--- src/rtl/modport_fifo_pkg.sv ---
// Shared defaults for the modport_fifo slice.
// Default geometry, flag thresholds and the data word type.
package modport_fifo_pkg;

    localparam int DEF_WIDTH    = 8;
    localparam int DEF_DEPTH    = 32;
    localparam int DEF_AF_LEVEL = 28;
    localparam int DEF_AE_LEVEL = 4;

    typedef logic [DEF_WIDTH-1:0] word_t;

endpackage

--- src/rtl/modport_fifo_mem.sv ---
// Dual-port storage for modport_fifo.
// Synchronous write, registered read port that holds when idle.
module modport_fifo_mem
    import modport_fifo_pkg::*;
#(
    parameter int WIDTH = DEF_WIDTH,
    parameter int DEPTH = DEF_DEPTH
) (
    input  logic                     clk,
    input  logic                     rst,
    input  logic                     i_we,
    input  logic [$clog2(DEPTH)-1:0] i_waddr,
    input  logic [WIDTH-1:0]         i_wdata,
    input  logic                     i_re,
    input  logic [$clog2(DEPTH)-1:0] i_raddr,
    output logic [WIDTH-1:0]         o_rdata
);

    logic [WIDTH-1:0] r_mem [DEPTH];
    logic [WIDTH-1:0] r_rdata;

    // Array write; contents are not reset, only the pointers are.
    always_ff @(posedge clk) begin
        if (i_we) begin
            r_mem[i_waddr] <= i_wdata;
        end
    end

    // Read register: loads the popped word, otherwise holds.
    always_ff @(posedge clk or negedge rst) begin
        if (!rst) begin
            r_rdata <= '0;
        end else if (i_re) begin
            r_rdata <= r_mem[i_raddr];
        end
    end

    assign o_rdata = r_rdata;

endmodule

--- src/rtl/modport_fifo.sv ---
// Synchronous FIFO control: pointers, occupancy and status flags.
// Storage lives in modport_fifo_mem; flags decode the registered count.
module modport_fifo
    import modport_fifo_pkg::*;
#(
    parameter int WIDTH    = DEF_WIDTH,
    parameter int DEPTH    = DEF_DEPTH,
    parameter int AF_LEVEL = DEF_AF_LEVEL,
    parameter int AE_LEVEL = DEF_AE_LEVEL
) (
    input  logic             clk,
    input  logic             rst,
    input  logic             wr_en,
    input  logic             rd_en,
    input  logic [WIDTH-1:0] data_in,
    output logic [WIDTH-1:0] data_out,
    output logic             lleno,
    output logic             vacio,
    output logic             casi_lleno,
    output logic             casi_vacio
);

    localparam int AW = $clog2(DEPTH);
    localparam int CW = AW + 1;

    logic [AW-1:0] r_wr_ptr;
    logic [AW-1:0] r_rd_ptr;
    logic [CW-1:0] r_count;

    logic w_wr_acc;
    logic w_rd_acc;
    logic w_full;
    logic w_empty;

    assign w_full  = (r_count == CW'(DEPTH));
    assign w_empty = (r_count == '0);

    // A full FIFO still takes a write when a read frees a slot.
    assign w_rd_acc = rd_en & ~w_empty;
    assign w_wr_acc = wr_en & (~w_full | w_rd_acc);

    // Pointer advance on accepted transfers; wraps naturally.
    always_ff @(posedge clk or negedge rst) begin
        if (!rst) begin
            r_wr_ptr <= '0;
            r_rd_ptr <= '0;
        end else begin
            if (w_wr_acc) begin
                r_wr_ptr <= r_wr_ptr + AW'(1);
            end
            if (w_rd_acc) begin
                r_rd_ptr <= r_rd_ptr + AW'(1);
            end
        end
    end

    // Occupancy: net change of accepted write and read.
    always_ff @(posedge clk or negedge rst) begin
        if (!rst) begin
            r_count <= '0;
        end else begin
            case ({w_wr_acc, w_rd_acc})
                2'b10:   r_count <= r_count + CW'(1);
                2'b01:   r_count <= r_count - CW'(1);
                default: r_count <= r_count;
            endcase
        end
    end

    assign lleno      = w_full;
    assign vacio      = w_empty;
    assign casi_lleno = (r_count >= CW'(AF_LEVEL));
    assign casi_vacio = (r_count <= CW'(AE_LEVEL));

    modport_fifo_mem #(
        .WIDTH (WIDTH),
        .DEPTH (DEPTH)
    ) u_mem (
        .clk     (clk),
        .rst     (rst),
        .i_we    (w_wr_acc),
        .i_waddr (r_wr_ptr),
        .i_wdata (data_in),
        .i_re    (w_rd_acc),
        .i_raddr (r_rd_ptr),
        .o_rdata (data_out)
    );

endmodule

--- config.mk ---
export PLATFORM = sky130hd
export DESIGN_NAME = modport_fifo
export DESIGN_NICKNAME = d
export VERILOG_FILES = /design/src/rtl/modport_fifo_pkg.sv /design/src/rtl/modport_fifo_mem.sv /design/src/rtl/modport_fifo.sv
export SDC_FILE = /design/constraint.sdc
export NUM_CORES = 1
export LEC_CHECK = 0
export CAP_MARGIN = 5
export CORE_MARGIN = 2
export CORE_UTILIZATION = 40
export DETAILED_ROUTE_END_ITERATION = 8
export PLACE_DENSITY = 0.55
export SLEW_MARGIN = 20
export SYNTH_ARGS = -nofsm -noshare
export SYNTH_HDL_FRONTEND = slang
export SYNTH_SLANG_ARGS = --single-unit
--- constraint.sdc ---
create_clock -name clk -period 4.58 [get_ports clk]
set_input_delay 0.687 -clock clk [delete_from_list [all_inputs] [get_ports clk]]
set_output_delay 0.687 -clock clk [all_outputs]
set_load 0.01 [all_outputs]
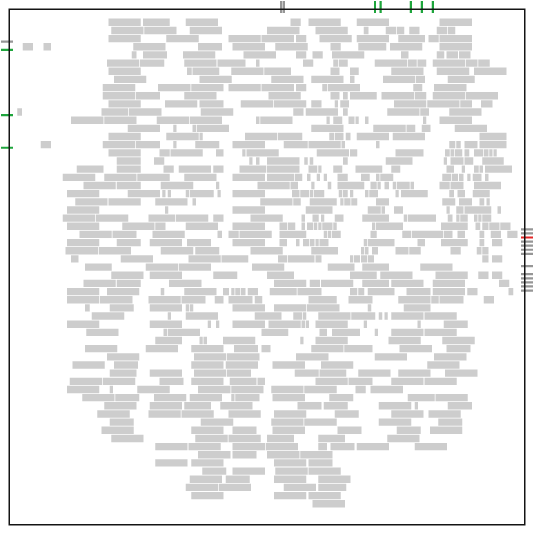
Run 1: I/O pins on the die edge
(3 px per um) Pins as bars across the die edge, other pins in gray.
[green] `data_in` | pins: 8 | direction: input | edge: 5 top, 3 left
[red] `lleno` | pins: 1 | direction: output | edge: right
all pins by edge: 13 right, 7 top, 4 left

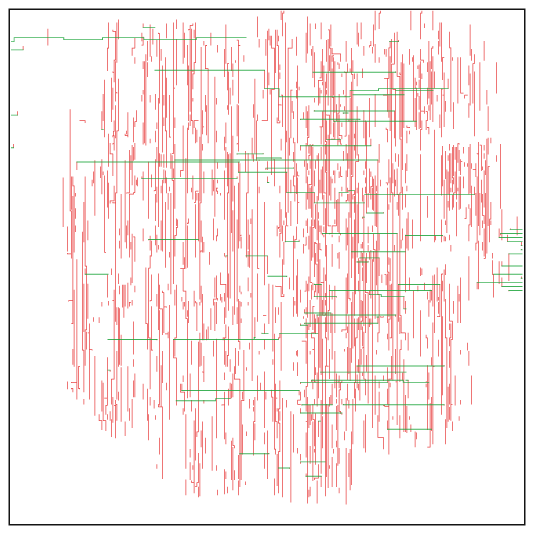
Run 1: metal layers overlaid
(3 px per um) Two of the layers only.
[green] M3 | wire length: 1290 um
[red] M2 | wire length: 11600 um

==> results.sh, run 1 <==
# physical design summary
export IMPL_ir_worst_vdd_v=0.0002652
export IMPL_fmax_ghz=0.3350
export IMPL_core_area_um2=27710
export IMPL_finalSetupViolations=0
export IMPL_cp_end_kind="register"
export IMPL_grtUsageTotal=0.1702
export IMPL_path_class="reg -> reg"
export IMPL_slew_headroom=0.3228
export IMPL_fin_worst_skew_ns=0.03018
export IMPL_ys_top_cells_by_count="256 x edfxtp_1, 59 x nor2_1, 52 x mux4_2"
export IMPL_grt_pass1_wl_um=36420
export IMPL_htree_num_levels=1
export IMPL_cp_common_cell="mux4_2"
export IMPL_die_y_um=171.4
export IMPL_clkTransAtPathRegs_ns=0.06
export IMPL_ys_types=47
export IMPL_synthesis_area_um2=11210
export IMPL_drc=0
export IMPL_worstHoldPathType="in -> async"
export IMPL_path_cells="buf_4 > mux4_2 > mux4_2 > o22ai_1 > nor2_1"
export IMPL_async_reset_ff_frac=0.08571
export IMPL_cp_arrival_ns=3.38
export IMPL_drt_initial_drc_count=437
export IMPL_power_leakage_nw=4.118
export IMPL_cpPeakStageDelay_ns=0.99
export IMPL_synth_cells=584
export IMPL_ys_flop_type="edfxtp_1"
export IMPL_ant_nets=0
export IMPL_ys_cells=584
export IMPL_outcome="finished, final reports clean"
export IMPL_finalCritPeriodShare=0.6518
export IMPL_cp_buffers_inverters=1
export IMPL_gp_congestion=0.8021
export IMPL_p_total_mw=7.666
export IMPL_grt_setup_unrepaired="false"
export IMPL_drive_gt1_frac=0.1841
export IMPL_clock_sinks=280
export IMPL_cellPowerDensity_nw_per_um2=603.2
export IMPL_most_common_cell="edfxtp_1"
export IMPL_synthToLayoutAreaGrowth_pct=13.41
export IMPL_synth_chip_area_um2=11210
export IMPL_nNetsFinal=643
export IMPL_final_area_um2=12710
export IMPL_overflow=0
export IMPL_tightest_slew_ns=1.016
export IMPL_rows=61
export IMPL_log_warning_count=29
export IMPL_hold_viol=0
export IMPL_synth_top_cell_area_share=0.6860
export IMPL_cts_repair_resized=0
export IMPL_fp_nets=607
export IMPL_num_vias=5523
export IMPL_cts_buffers_inserted=29
export IMPL_critPathLaunchType="register"
export IMPL_syn_area_per_cell_um2=19.19
export IMPL_ios=24
export IMPL_edf_count=256
export IMPL_die_width_um=171.4
export IMPL_layoutNonFillerInstCount=1019
export IMPL_fin_setup_tns_ns=0
export IMPL_clk_latency_ns=0.55
export IMPL_yosys_warnings=0
export IMPL_postCtsHoldBufs=0
export IMPL_num_antenna_cells=0
export IMPL_cts_root_buffer="clkbuf_16"
export IMPL_dieArea_um2=29370
export IMPL_utilization=0.4587
export IMPL_dp_hpwl_um=15060
export IMPL_fp_util=0.4045
export IMPL_viasPerCell=5.420
export IMPL_post_cts_buffers=0
export IMPL_routed_wl_um=24370
export IMPL_port_buffer_count=23
export IMPL_crit_path_max_fanout=48
export IMPL_top_cells_by_area="edfxtp_1 69%, mux4_2 10%, dfrtp_1 5.4%, nor2_1 2.0%, mux2i_1 1.5%"
export IMPL_wl_per_cell_um=23.92
export IMPL_seq_area_frac_synth=0.7396
export IMPL_drv_cap=0
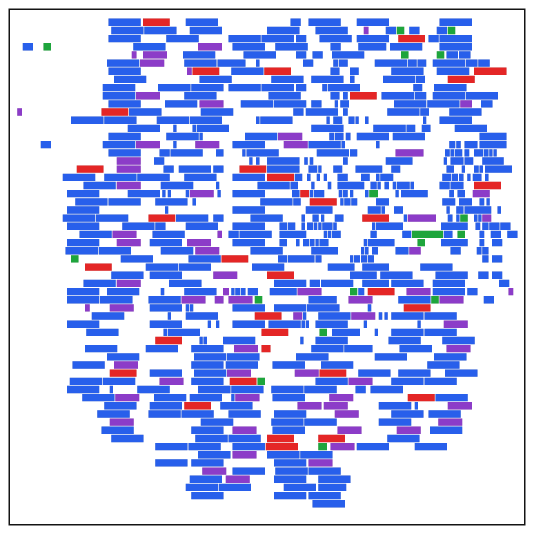
Run 1: cell sizes after repair
(3 px per um)
[green] x3 and x4 | cells: 17 | share: 2.7%
[blue] x1 and smaller | cells: 523 | share: 82%
[purple] x2 | cells: 68 | share: 11%
[red] x6 and larger | cells: 33 | share: 5.1%

run 1: routing by layer:
metal	global-route usage	vias up	routed length [um]	part of all wire
met2	0.2726	149	11550	0.47
met1	0.2479	2914	11150	0.46
li1	-	2429	-	-
met4	0.04053	0	380	0.016
met5	0	-	0	0
met3	0.02508	31	1289	0.053
run 1: logic make-up after synthesis:
group | Yosys count | share of synthesized area
xor gates and xnor gates | 11 | 0.008597
AOI/OAI and AO/OA | 60 | 0.03841
DFF | 280 | 0.7396
muxes | 83 | 0.1418
buffers and inverters | 39 | 0.01898
adders and majority gates | 11 | 0.01295
and+or+nand+nor | 100 | 0.03964
run 1: final cells by class:
| class | count | area, um^2 |
|---|---|---|
| fillers | 2307 | 15000 |
| flip-flops and latches | 280 | 8294 |
| multi-input cells | 265 | 2705 |
| clock buffers | 33 | 740.7 |
| well taps | 378 | 473.0 |
| repair buffers | 34 | 297.8 |
| clock inverters | 19 | 160.2 |
| inverters | 10 | 37.54 |
run 1: state kept, by name (all words and copies together) (netlist names):
register,count
u_mem.o_rdata,8
r_count,6
r_wr_ptr,5
u_mem.r_mem,256
r_rd_ptr,5
run 1: per-stage QoR:
step           hold WS [ns]  setup WS, ns
6_report             0.1309         1.595
5_1_grt              0.1596         1.385
4_1_cts              0.1395         1.531
3_5_place_dp         0.5274         1.219
3_3_place_gp         0.5209         1.342
2_1_floorplan        0.3914         1.820
run 1: report_power, final:
group          internal, mW  switching, mW  total [mW]
sequential             3.04          0.405        3.45
clock                  1.27          0.942        2.22
combinational         0.987           1.02        2.00
run 1: final timing paths:
check	startpoint	to	slack (ns)	cells after the start
setup / recovery	r_rd_ptr[0]	u_mem.o_rdata[6]	1.59	5
hold / removal	rst	r_count[0]	0.13	1
setup reg to reg	r_rd_ptr[0]	u_mem.o_rdata[6]	1.59	5
hold reg to reg	r_rd_ptr[4]	r_rd_ptr[4]	0.56	2
max in group asynchronous	rst	r_rd_ptr[0]	4.02	1
min in group clk	r_rd_ptr[4]	r_rd_ptr[4]	0.56	2
run 1: cells in the final DEF, fill, tap and decap left out, types with 7 or more instances in the layout:
| master | n |
|---|---|
| nor2_1 | 59 |
| a21oi_1 | 10 |
| xnor2_1 | 7 |
| a22oi_1 | 7 |
| dfrtp_1 | 21 |
| edfxtp_1 | 256 |
| nand2_1 | 16 |
| ha_1 | 10 |
| mux2i_1 | 17 |
| o22ai_1 | 8 |
| clkdlybuf4s50_1 | 20 |
| a221oi_1 | 7 |
| buf_4 | 11 |
| o21ai_0 | 10 |
| a2bb2oi_1 | 7 |
| inv_1 | 10 |
| clkbuf_16 | 29 |
| mux4_2 | 52 |
Run 1, placed standard cells:
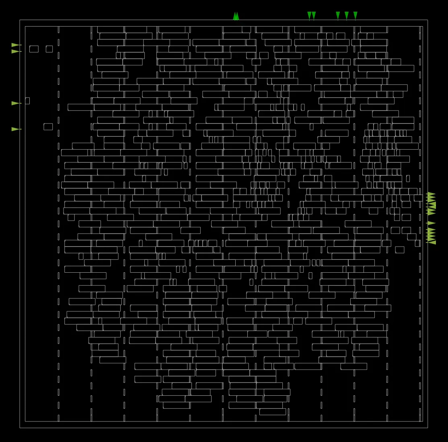

==> run 2: changes to the inputs <==
==> constraint.sdc (replaced) <==
create_clock -name clk -period 2.9 [get_ports clk]
set_input_delay 0.435 -clock clk [delete_from_list [all_inputs] [get_ports clk]]
set_output_delay 0.435 -clock clk [all_outputs]
set_load 0.01 [all_outputs]
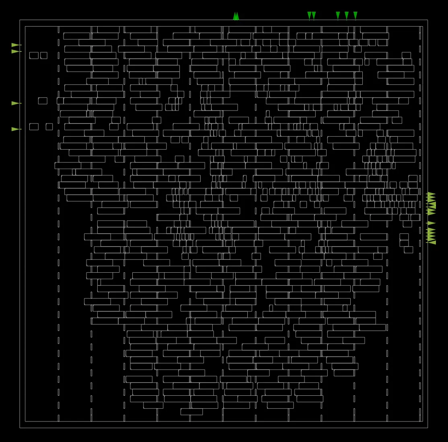
Run 2: placed standard cells
flop share of the area: 0.6317
flop count: 280
Core Box Area: 27710 um^2

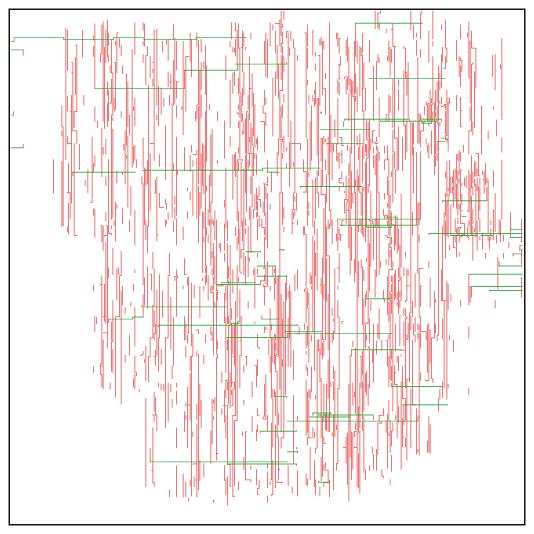
Run 2: metal layers overlaid
(3 px per um) Two of the layers only.
[red] M2 | wire length: 11700 um
[green] M3 | wire length: 1020 um

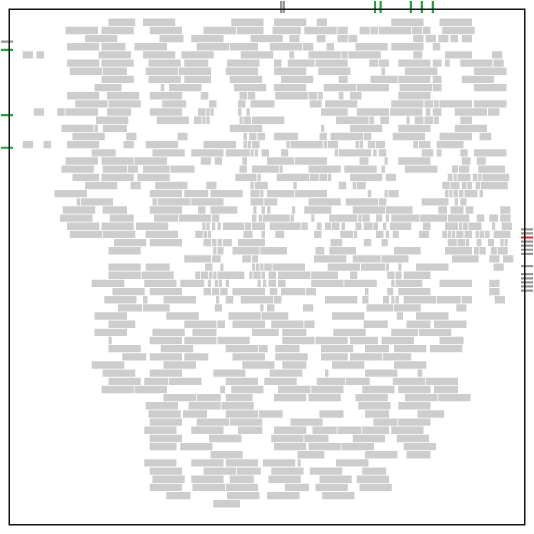
Run 2: I/O pins on the die edge
(3 px per um) Pins as bars across the die edge, other pins in gray.
[green] `data_in` | pins: 8 | direction: input | edge: 5 top, 3 left
[red] `lleno` | pins: 1 | direction: output | edge: right

==> run 2 against run 1 <==
Sequential share of layout area is 2.1 points lower. Sequential cell count stayed put. Clock power is 65% higher. Synthesized area stayed put. Critical path depth is 1 higher.
==> results.sh, run 2 <==
# physical design summary
export IMPL_outcome="finished, final reports clean"
export IMPL_overflow=0
export IMPL_finalCritPeriodShare=0.9305
export IMPL_r2r_cells=6
export IMPL_tightest_slew_ns=0.8488
export IMPL_seq_area_frac_synth=0.7396
export IMPL_hold_viol=0
export IMPL_port_buffer_count=23
export IMPL_nNetsFinal=687
export IMPL_reg2reg_slack_ns=0.20
export IMPL_finalSetupViolations=0
export IMPL_num_antenna_cells=0
export IMPL_ir_worst_vdd_v=0.0004682
export IMPL_postCtsHoldBufs=0
export IMPL_cpPeakStageDelay_ns=0.70
export IMPL_dp_hpwl_um=14790
export IMPL_lay_top_cells="256 x edfxtp_1, 59 x nor2_1, 52 x mux4_2, 52 x buf_4, 29 x clkbuf_16"
export IMPL_fmax_ghz=0.3706
export IMPL_ios=24
export IMPL_async_reset_ff_frac=0.08571
export IMPL_clock_sinks=280
export IMPL_clk_latency_ns=0.55
export IMPL_dieArea_um2=29370
export IMPL_regToRegStartpoint="r_rd_ptr[0]"
export IMPL_drt_initial_drc_count=418
export IMPL_cellPowerDensity_nw_per_um2=942.8
export IMPL_synth_top_cell_area_share=0.6860
export IMPL_p_total_mw=12.38
export IMPL_critPathLaunchType="register"
export IMPL_holdWs_ns=0.3742
export IMPL_setup_worst_path_end="u_mem.o_rdata[4]"
export IMPL_grt_setup_unrepaired="false"
export IMPL_rows=61
export IMPL_layoutNonFillerInstCount=1064
export IMPL_power_leakage_nw=4.395
export IMPL_most_common_cell="edfxtp_1"
export IMPL_viasPerCell=5.315
export IMPL_synthesis_area_um2=11210
export IMPL_cts_root_buffer="clkbuf_16"
export IMPL_drc=0
export IMPL_ant_nets=0
export IMPL_ys_top_cells_by_count="256 x edfxtp_1, 59 x nor2_1, 52 x mux4_2"
export IMPL_die_y_um=171.4
export IMPL_top_register="u_mem.r_mem"
export IMPL_crit_start="r_rd_ptr[0]"
export IMPL_grt_pass1_wl_um=36160
export IMPL_lay_top_count="edfxtp_1"
export IMPL_crit_path_max_fanout=19
export IMPL_drive_gt1_frac=0.2332
export IMPL_ys_types=47
export IMPL_gp_congestion=0.7556
export IMPL_routed_wl_um=23780
export IMPL_yosys_warnings=0
export IMPL_num_vias=5655
export IMPL_fin_setup_tns_ns=0
export IMPL_die_width_um=171.4
export IMPL_cts_repair_resized=0
run 2: netlist changes by cell type in the layout (fill, tap and decap cells not counted), moves of 3 or more:
cell	delta
buf_12	+3
buf_2	-3
buf_4	+41
clkbuf_1	+3
clkdlybuf4s50_1	+3
clkinv_1	-3
clkinv_2	+4
run 2: cell type report:
cell class | instances | area, um^2
clock buffers | 36 | 752.0
clock inverters | 17 | 187.7
fillers | 2291 | 14580
inverters | 10 | 37.54
multi-input cells | 265 | 2705
flip-flops and latches | 280 | 8294
well taps | 378 | 473.0
repair buffers | 78 | 680.7
run 2: kinds of logic after synthesis:
logic type	count (synthesis)	synth area share
AND-OR/OR-AND	60	0.03841
XOR/XNOR	11	0.008597
adder cells (fa/ha/maj)	11	0.01295
buffers and inverters	39	0.01898
flip-flops	280	0.7396
multiplexers	83	0.1418
AND/OR/NAND/NOR	100	0.03964
run 2: worst max-delay path, delay by kind of cell (launching register included):
family / cells / cell delay [ns]
compound gates: 1 / 0.65
buf+inv: 1 / 0.21
flops: 1 / 0.70
mux: 2 / 0.89
simple gates: 2 / 0.12
run 2: report_power, final:
| part | internal (mW) | leakage, nW | switching (mW) | total (mW) |
|---|---|---|---|---|
| registers | 4.80 | 2.58 | 0.495 | 5.30 |
| logic | 1.71 | 1.35 | 1.71 | 3.42 |
| clock network | 2.19 | 0.463 | 1.47 | 3.66 |
run 2: metal layers:
layer  track usage  share of wire  wire length [um]  up-vias
li1              -              -                 -     2517
met1        0.2343           0.45             10710     2989
met2        0.2781           0.49             11690      123
met3       0.02508          0.043              1020       26
met4       0.03832          0.015               358        0
met5             0              0                 0        -
run 2: how the worst min path moves through the flow:
stage	slack [ns]	cells after the start	to	start
after floorplan	0.14	0	r_count[0]	rst
after global placement	0.51	2	r_rd_ptr[4]	r_rd_ptr[4]
after detailed placement	0.53	1	r_count[0]	r_count[0]
after CTS	0.39	1	r_count[5]	rst
after global routing	0.46	1	r_rd_ptr[0]	rst
final	0.37	1	r_count[1]	rst
run 2: through the flow:
step | setup slack (ns) | instance area, um^2
after floorplan | 0.1993 | 11210
after global placement | 0.1686 | 12190
after detailed placement | 0.03704 | 12190
after CTS | 0.1078 | 13130
after global routing | 0.04294 | 13130
final | 0.2016 | 13130
Power is estimated from default activity; no workload was simulated.
